<file path="src/rtl/tx_sched_pkg.sv">
// tx_sched_pkg
// Shared types and widths for the transmit packet scheduler.
//   sched_state_t : scheduler FSM states
//   ADDR_W/DATA_W : frame-memory address and word widths
//   CNT_W         : launched-packet counter width
//   sat_inc       : saturating increment for the packet counter
package tx_sched_pkg;

    localparam int ADDR_W = 19;
    localparam int DATA_W = 36;
    localparam int CNT_W  = 20;

    typedef enum logic [2:0] {
        S_IDLE,
        S_FETCH,
        S_WAIT_DATA,
        S_LAUNCH,
        S_WAIT_HI,
        S_WAIT_LO,
        S_GAP
    } sched_state_t;

    function automatic logic [CNT_W-1:0] sat_inc(input logic [CNT_W-1:0] v);
        return (&v) ? v : v + 1'b1;
    endfunction

endpackage

</file>
<file path="src/rtl/tx_sched_timer.sv">
// tx_sched_timer
// Loadable 8-bit down-counter. One instance is time-shared by the scheduler
// for the memory-latency wait, the acknowledge watchdog and the gap count.
// Ports:
//   clk, reset_n : clock, async active-low reset
//   i_load       : load i_load_val (has priority over i_dec)
//   i_load_val   : value to load
//   i_dec        : decrement by one, holding at zero
//   o_zero       : count is zero
module tx_sched_timer (
    input  logic       clk,
    input  logic       reset_n,
    input  logic       i_load,
    input  logic [7:0] i_load_val,
    input  logic       i_dec,
    output logic       o_zero
);

    logic [7:0] r_count;

    always_ff @(posedge clk or negedge reset_n) begin
        if (!reset_n) begin
            r_count <= '0;
        end else if (i_load) begin
            r_count <= i_load_val;
        end else if (i_dec && (r_count != 8'd0)) begin
            r_count <= r_count - 8'd1;
        end
    end

    assign o_zero = (r_count == 8'd0);

endmodule

</file>
<file path="src/rtl/tx_packet_scheduler.sv">
// tx_packet_scheduler
// Walks an inclusive frame-memory address range, fetching one 36-bit word per
// address and launching it as one packet into the optical transmitter. After
// each launch it waits for the transmitter to raise and then drop tx_busy,
// inserts gap_cycles idle cycles, then moves to the next address.
//
// Build option: TX_SCHED_LOOP_EN - when defined, the end of the range wraps
// back to first_addr and only stop ends the run; otherwise one pass is made.
//
// Ports:
//   clk, reset_n            : clock, async active-low reset
//   start, stop             : start pulse (IDLE only), stop level (packet boundary)
//   first_addr, last_addr   : inclusive range, sampled on start
//   gap_cycles              : inter-packet gap, sampled on start
//   mem_rd, mem_addr        : frame-memory read request
//   mem_data                : read data, valid MEM_LAT cycles after mem_rd
//   tx_busy                 : transmitter busy (payload + CRC tail)
//   transmit_en             : one-cycle launch pulse
//   to_transmitter_data     : launched payload
//   transmit_address        : address of the launched word
//   active, done, tx_err    : status
//   pkt_count               : packets launched since the last accepted start
//
// state       | meaning
// S_IDLE      | waiting for start
// S_FETCH     | mem_rd asserted for the current address
// S_WAIT_DATA | waiting MEM_LAT cycles for read data
// S_LAUNCH    | transmit_en asserted
// S_WAIT_HI   | waiting for tx_busy to rise (watchdog running)
// S_WAIT_LO   | packet draining, waiting for tx_busy to fall
// S_GAP       | inter-packet gap countdown
module tx_packet_scheduler
    import tx_sched_pkg::*;
#(
    parameter int MEM_LAT     = 1,
    parameter int ACK_TIMEOUT = 4
) (
    input  logic              clk,
    input  logic              reset_n,
    input  logic              start,
    input  logic              stop,
    input  logic [ADDR_W-1:0] first_addr,
    input  logic [ADDR_W-1:0] last_addr,
    input  logic [7:0]        gap_cycles,
    output logic              mem_rd,
    output logic [ADDR_W-1:0] mem_addr,
    input  logic [DATA_W-1:0] mem_data,
    input  logic              tx_busy,
    output logic              transmit_en,
    output logic [DATA_W-1:0] to_transmitter_data,
    output logic [ADDR_W-1:0] transmit_address,
    output logic              active,
    output logic              done,
    output logic              tx_err,
    output logic [CNT_W-1:0]  pkt_count
);

    // Timer reload values: the timer is checked on the cycle it reads zero, so
    // loading N-1 yields an N-cycle window.
    localparam logic [7:0] LAT_LOAD = 8'(MEM_LAT - 1);
    localparam logic [7:0] ACK_LOAD = 8'(ACK_TIMEOUT - 1);

    sched_state_t      r_state;
    logic [ADDR_W-1:0] r_cur;
    logic [ADDR_W-1:0] r_last;
`ifdef TX_SCHED_LOOP_EN
    logic [ADDR_W-1:0] r_first;
`endif
    logic [7:0]        r_gap;

    logic              r_mem_rd;
    logic [ADDR_W-1:0] r_mem_addr;
    logic              r_transmit_en;
    logic [DATA_W-1:0] r_tx_data;
    logic [ADDR_W-1:0] r_tx_addr;
    logic              r_active;
    logic              r_done;
    logic              r_tx_err;
    logic [CNT_W-1:0]  r_pkt_count;

    logic              w_tmr_load;
    logic [7:0]        w_tmr_val;
    logic              w_tmr_dec;
    logic              w_tmr_zero;
    logic              w_decide;
    logic              w_at_end;

    tx_sched_timer u_timer (
        .clk        (clk),
        .reset_n    (reset_n),
        .i_load     (w_tmr_load),
        .i_load_val (w_tmr_val),
        .i_dec      (w_tmr_dec),
        .o_zero     (w_tmr_zero)
    );

    always_comb begin
        w_tmr_load = 1'b0;
        w_tmr_val  = 8'd0;
        w_tmr_dec  = 1'b0;
        case (r_state)
            S_FETCH: begin
                w_tmr_load = 1'b1;
                w_tmr_val  = LAT_LOAD;
            end
            S_WAIT_DATA: begin
                if (w_tmr_zero) begin
                    // Arm the watchdog so it covers the LAUNCH cycle too.
                    w_tmr_load = 1'b1;
                    w_tmr_val  = ACK_LOAD;
                end else begin
                    w_tmr_dec = 1'b1;
                end
            end
            S_LAUNCH, S_WAIT_HI, S_GAP: begin
                w_tmr_dec = 1'b1;
            end
            S_WAIT_LO: begin
                if (!tx_busy && (r_gap != 8'd0)) begin
                    w_tmr_load = 1'b1;
                    w_tmr_val  = r_gap - 8'd1;
                end
            end
            default: ;
        endcase
    end

    // Next-packet decision point: end of the gap, or busy falling with no gap.
    assign w_decide = ((r_state == S_WAIT_LO) && !tx_busy && (r_gap == 8'd0)) ||
                      ((r_state == S_GAP) && w_tmr_zero);
    assign w_at_end = (r_cur == r_last);

    always_ff @(posedge clk or negedge reset_n) begin
        if (!reset_n) begin
            r_state       <= S_IDLE;
            r_cur         <= '0;
            r_last        <= '0;
`ifdef TX_SCHED_LOOP_EN
            r_first       <= '0;
`endif
            r_gap         <= '0;
            r_mem_rd      <= 1'b0;
            r_mem_addr    <= '0;
            r_transmit_en <= 1'b0;
            r_tx_data     <= '0;
            r_tx_addr     <= '0;
            r_active      <= 1'b0;
            r_done        <= 1'b0;
            r_tx_err      <= 1'b0;
            r_pkt_count   <= '0;
        end else begin
            r_transmit_en <= 1'b0;
            r_done        <= 1'b0;
            r_tx_err      <= 1'b0;

            case (r_state)
                S_IDLE: begin
                    if (start) begin
                        if (last_addr >= first_addr) begin
`ifdef TX_SCHED_LOOP_EN
                            r_first     <= first_addr;
`endif
                            r_last      <= last_addr;
                            r_gap       <= gap_cycles;
                            r_cur       <= first_addr;
                            r_pkt_count <= '0;
                            r_active    <= 1'b1;
                            r_mem_rd    <= 1'b1;
                            r_mem_addr  <= first_addr;
                            r_state     <= S_FETCH;
                        end else begin
                            r_tx_err <= 1'b1;
                        end
                    end
                end
                S_FETCH: begin
                    r_mem_rd <= 1'b0;
                    r_state  <= S_WAIT_DATA;
                end
                S_WAIT_DATA: begin
                    if (w_tmr_zero) begin
                        r_tx_data     <= mem_data;
                        r_tx_addr     <= r_cur;
                        r_transmit_en <= 1'b1;
                        r_pkt_count   <= sat_inc(r_pkt_count);
                        r_state       <= S_LAUNCH;
                    end
                end
                S_LAUNCH: begin
                    r_state <= S_WAIT_HI;
                end
                S_WAIT_HI: begin
                    if (tx_busy) begin
                        r_state <= S_WAIT_LO;
                    end else if (w_tmr_zero) begin
                        r_tx_err <= 1'b1;
                        r_active <= 1'b0;
                        r_state  <= S_IDLE;
                    end
                end
                S_WAIT_LO: begin
                    if (!tx_busy && (r_gap != 8'd0)) begin
                        r_state <= S_GAP;
                    end
                end
                S_GAP: ;
                default: r_state <= S_IDLE;
            endcase

            if (w_decide) begin
                if (stop) begin
                    r_done   <= 1'b1;
                    r_active <= 1'b0;
                    r_state  <= S_IDLE;
                end else if (w_at_end) begin
`ifdef TX_SCHED_LOOP_EN
                    r_cur      <= r_first;
                    r_mem_rd   <= 1'b1;
                    r_mem_addr <= r_first;
                    r_state    <= S_FETCH;
`else
                    r_done   <= 1'b1;
                    r_active <= 1'b0;
                    r_state  <= S_IDLE;
`endif
                end else begin
                    r_cur      <= r_cur + 1'b1;
                    r_mem_rd   <= 1'b1;
                    r_mem_addr <= r_cur + 1'b1;
                    r_state    <= S_FETCH;
                end
            end
        end
    end

    assign mem_rd              = r_mem_rd;
    assign mem_addr            = r_mem_addr;
    assign transmit_en         = r_transmit_en;
    assign to_transmitter_data = r_tx_data;
    assign transmit_address    = r_tx_addr;
    assign active              = r_active;
    assign done                = r_done;
    assign tx_err              = r_tx_err;
    assign pkt_count           = r_pkt_count;

endmodule

</file>
<file path="config.mk">
export PLATFORM = sky130hd
export DESIGN_NAME = tx_packet_scheduler
export DESIGN_NICKNAME = d
export VERILOG_FILES = /design/src/rtl/tx_sched_pkg.sv /design/src/rtl/tx_sched_timer.sv /design/src/rtl/tx_packet_scheduler.sv
export SDC_FILE = /design/constraint.sdc
export NUM_CORES = 1
export LEC_CHECK = 0
export ABC_CLOCK_PERIOD_IN_PS = 6950
export CORE_AREA = 3 3 137 139
export CTS_CLUSTER_SIZE = 30
export DETAILED_ROUTE_END_ITERATION = 8
export DIE_AREA = 0 0 140 142
export PLACE_DENSITY_LB_ADDON = 0.25
export SLEW_MARGIN = 15
export SYNTH_ARGS = -nofsm -noshare
export SYNTH_HDL_FRONTEND = slang
export SYNTH_SLANG_ARGS = --single-unit
</file>
<file path="constraint.sdc">
create_clock -name clk -period 6.95 [get_ports clk]
set_input_delay 1.0425 -clock clk [delete_from_list [all_inputs] [get_ports clk]]
set_output_delay 1.0425 -clock clk [all_outputs]
set_load 0.02 [all_outputs]
</file>
### Congestion heat map

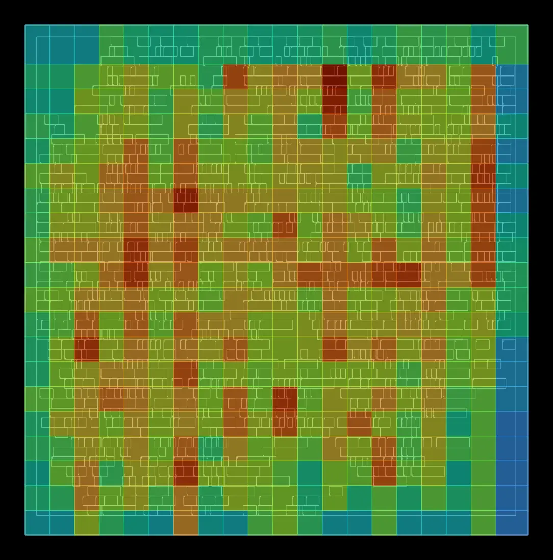
GRT Overall Usage: 21.41%
Final Core Density: 58.97%
grt met1 use: 29.81%
drt wl/cell: 16.34 um

### Clock network drawn from the DEF

Bar = 50 um.
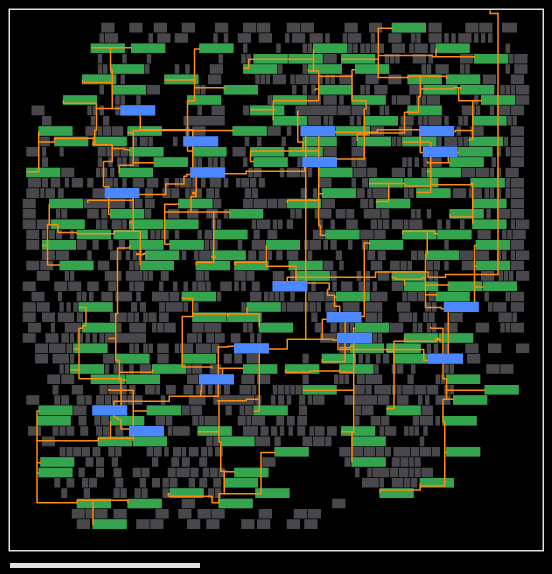
- green: flip-flops (count 156)
- orange: clock wires (length 2050 um)
- blue: clock drivers (count 17)
- flops lie: widely spread
clock power share: 23.5%
clk ins delay skew pair: 0.42 ns
clk pwr: 1.02 mW

### Placed cells, one colour a class

Bar = 50 um.
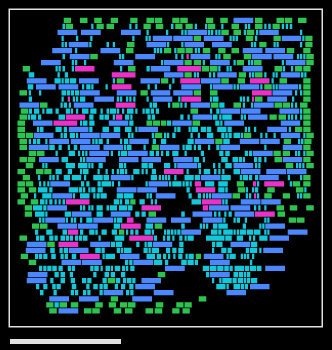
- blue: sequential cells (cells 156; share of their area 38%)
- magenta: clock drivers and dummy loads (cells 32; share of their area 6.3%)
- green: remaining buffers and delay cells (cells 190; share of their area 19%)
- cyan: combinational and other logic (cells 706; share of their area 37%)
# rows: 49
core area: 0.01778 mm2
Design Area, Final: 0.01048 mm2
sequential share of cell area: 37.24%

==> reports/qor.yml <==
maxCapViolCount: 0
outcome: "finished, final reports clean"
crit_buf_inv: 3
clockNetworkAreaShare_pct: 6.134
critPathCaptureType: "register"
cts.repair.resized: 0
grt_pass1_wl_um: 34290
synthCells: 917
edf_count: 0
synth_nets: 1029
met2_length_um: 10390
cp_data_arrival_time_ns: 4.73
ys_cells: 917
worstPathMaxFanout: 45
dp_hpwl_um: 15060
crit_family: "simple AND/OR/NAND/NOR gates"
min_path_type: "reg -> reg"
synthSimpleGateAreaFrac_pct: 25.99
hold_viol: 0
warning_count: 28
via_count: 6950
clk_pin_slew_ns: 0.07
seq_cells: 156
synth_flops: 156
cts_sinks: 156
comb_area_mm2: 0.003643
die_w_um: 140
final-nonclk-buf-share_pct: 18.03
area_growth_pct: 32.77
top_layer: "met4"
slew_viol_final: 0
swShare_pct: 37.32
worst_slew_pin_slew_ns: 1.086
rr_endpoint: "r_cur[12]$_DFF_PN0_"
drive_gt1_share_pct: 4.613
ios: 186
comb_power_share_pct: 39.3
synthMuxAreaShare_pct: 0.2535
ys_types: 63
rsz0062_at_grt: "no"
inverters: 31
nNonClkBuffers: 190
n_antenna_cell: 0
rrSetupSlack_ns: 3.47
finalClockPeriodUsage_pct: 63.52
fp.dieArea_mm2: 0.01988
wl_met1_um: 9789
overflow: 0
clock_skew_ns: 0.01026
total_power_mw: 4.351
path_cells: "clkdlybuf4s50_1 > inv_1 > ha_1 > nand2_1 > or4_1 > o41ai_1 > or2_2 > buf_4 > nor3_1 > a211oi_1"
required_ns: 7.27
yosys_warnings: 0
max_freq_mhz: 226.5
top_logic_kind: "simple AND/OR/NAND/NOR gates"
yosysChipArea_mm2: 0.007896
r2r-start: "r_state[2]$_DFFE_PN0P_"
ctsHtreeMaxLevel: 4
dr_wl_met3_um: 1021
timing.setup.tns_ns: 0
hold-path-endpoint: "transmit_address[11]$_DFFE_PN0P_"
p_leak_nw: 4.765
fp.dieH_um: 142
ys_seq_share_pct: 49.44
synthFlopType: "dfrtp_1"
grt_max_degree: 99
ys_async_sr_fraction_pct: 100.0
p_switching_mw: 1.624
aoi_share_pct: 11.44
hold_depth: 2
vias_per_cell: 5.293
largest_reg_flops: 36
antenna_found_initial: 0
wl_um: 21460
clkbuf_count: 22
largest_class: "flip-flops and latches"
nMultiInputCombCells: 675
rr_worst_depth: 7
slowest_delay_ns: 0.64
grt_pass1_vias: 6536
gp_congestion: 0.8477
p_int_mw: 2.727
drc: 0
clockBufferDepth: 2
power_density_mw_per_mm2: 415.0
nWellTaps: 229
fin_nets: 1183
startpoint_type: "primary input"
clock-root-buffer: "clkbuf_16"
### Where the registers sit

Bar = 50 um. Other sequential cells in the stronger grey, the rest of the logic in the fainter grey.
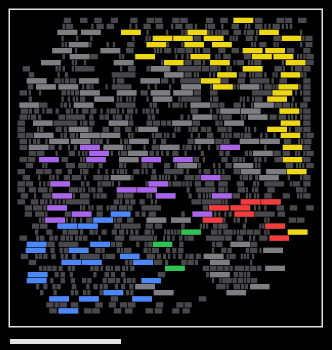
- green: `r_state` (sequential cells 3)
- purple: `r_last` (sequential cells 19)
- yellow: `to_transmitter_data` (sequential cells 36)
- blue: `pkt_count` (sequential cells 20)
- red: `r_gap` (sequential cells 8)
Seq. pwr: 1.62 mW
Reg area: 0.003904 mm2

### Logic cells by family

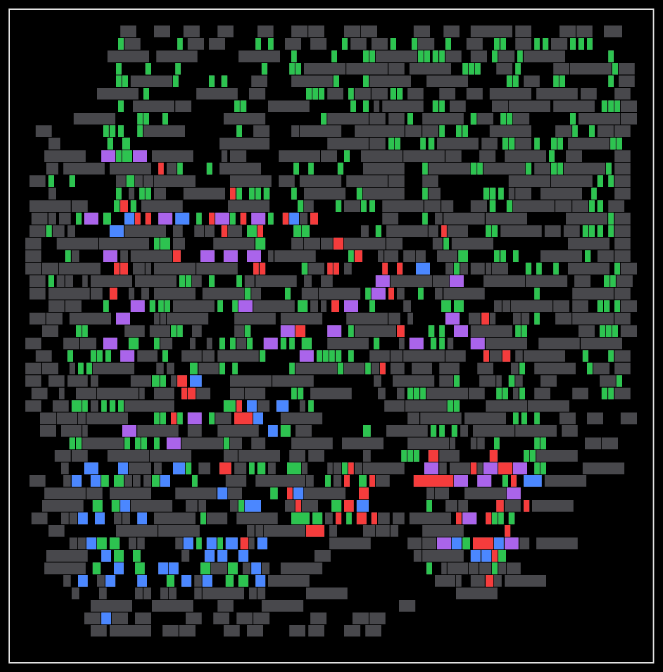
- green: nand cells (cells 346; where widely spread)
- red: nor cells (cells 65)
- purple: xor and xnor cells (cells 39)
- blue: and/or cells (cells 49)
Comb/total area: 34.75%
most instantiated logic cell after routing: nand2_1
Non-Filler Instances: 1313

cell families (layout without fill, tap and decap cells):
group                    after synthesis  after routing
AND-OR/OR-AND                        149            149
AND/OR/NAND/NOR                      460            460
XOR/XNOR                              39             39
buffers and inverters                 86            253
flip-flops                           156            156
multiplexers                           2              2
adder cells (fa/ha/maj)               25             25
worst min-delay path: stages (launching register included):
cell and delay, ns:
dfrtp_1 0.34, nand2_1 0.05, nand2_1 0.05
cells in the final DEF (no fill, tap or decap), drive strengths merged, types with 2 or more instances in the layout:
cell,instances
nand2,302
clkdlybuf4s50,184
dfrtp,156
a21oi,51
nor2,39
o21ai,37
inv,31
xnor2,28
ha,25
clkbuf,22
or3,21
nand3,20
nand4,19
a31oi,18
nor3,15
xor2,11
a211oi,9
and3,8
and2,7
a22oi,6
buf,6
bufinv,5
or4,5
nor4,5
and4,4
clkinv,4
nand2b,3
o211ai,3
nor2b,3
o21a,3
a31o,3
a21o,2
o22a,2
o221ai,2
mux2i,2
o22ai,2
or2,2
nor4b,2
worst max-delay path by stage:
| stage | from | end | depth (start not counted) |
|---|---|---|---|
| 6_report | first_addr[13] | r_cur[12]$_DFF_PN0_ | 10 |
| 5_1_grt | first_addr[17] | r_cur[12]$_DFF_PN0_ | 10 |
| 4_1_cts | first_addr[13] | r_cur[12]$_DFF_PN0_ | 10 |
| 3_5_place_dp | first_addr[14] | r_cur[8]$_DFF_PN0_ | 10 |
| 3_3_place_gp | first_addr[17] | r_cur[8]$_DFF_PN0_ | 10 |
| 2_1_floorplan | first_addr[18] | pkt_count[2]$_DFFE_PN0P_ | 10 |
metal layers:
layer / global-route usage (%) / vias up
met4: 4.640 / 0
met2: 34.82 / 198
met3: 4.671 / 16
met1: 29.81 / 3339
met5: 0 / -
li1: - / 3397
cells in the mapped netlist (4+ instances only):
cell type / count / area, um2
nand3_1: 20 / 100.1
a21oi_1: 51 / 255.2
nand2_1: 301 / 1130
a211oi_1: 9 / 67.56
nor3_1: 15 / 75.07
xnor2_1: 28 / 245.2
inv_1: 30 / 112.6
o21ai_0: 36 / 180.2
a31oi_1: 18 / 112.6
clkbuf_1: 38 / 142.6
a22oi_1: 5 / 37.54
buf_2: 10 / 50.05
and2_1: 7 / 43.79
nor4_1: 4 / 25.02
nand4_1: 19 / 118.9
or3_1: 21 / 131.4
or4_1: 4 / 30.03
and3_1: 8 / 50.05
nor2_1: 38 / 142.6
xor2_1: 11 / 96.34
dfrtp_1: 156 / 3904
ha_1: 25 / 312.8
and4_1: 4 / 35.03
stage by stage:
step	hold slack, ns	instance area, um2	utilization (%)	setup WS (ns)	std cells
after floorplan	0.4668	7896	-	3.875	917
after global placement	0.4548	9838	55.33	2.210	1281
after detailed placement	0.4614	9838	55.33	2.149	1281
after CTS	0.4772	10480	58.95	2.521	1313
after global routing	0.4911	10480	58.97	2.320	1313
final	0.4745	10480	58.97	2.535	1313
power groups by stage:
stage               clock, mW  sequential [mW]  combinational (mW)
floorplan                   0             1.76               0.850
detailed placement          0             1.63                1.72
global placement            0             1.62                1.69
global route             1.08             1.67                1.88
finish                   1.02             1.62                1.71
CTS                      1.04             1.62                1.73
Power and IR drop assume default switching activity.
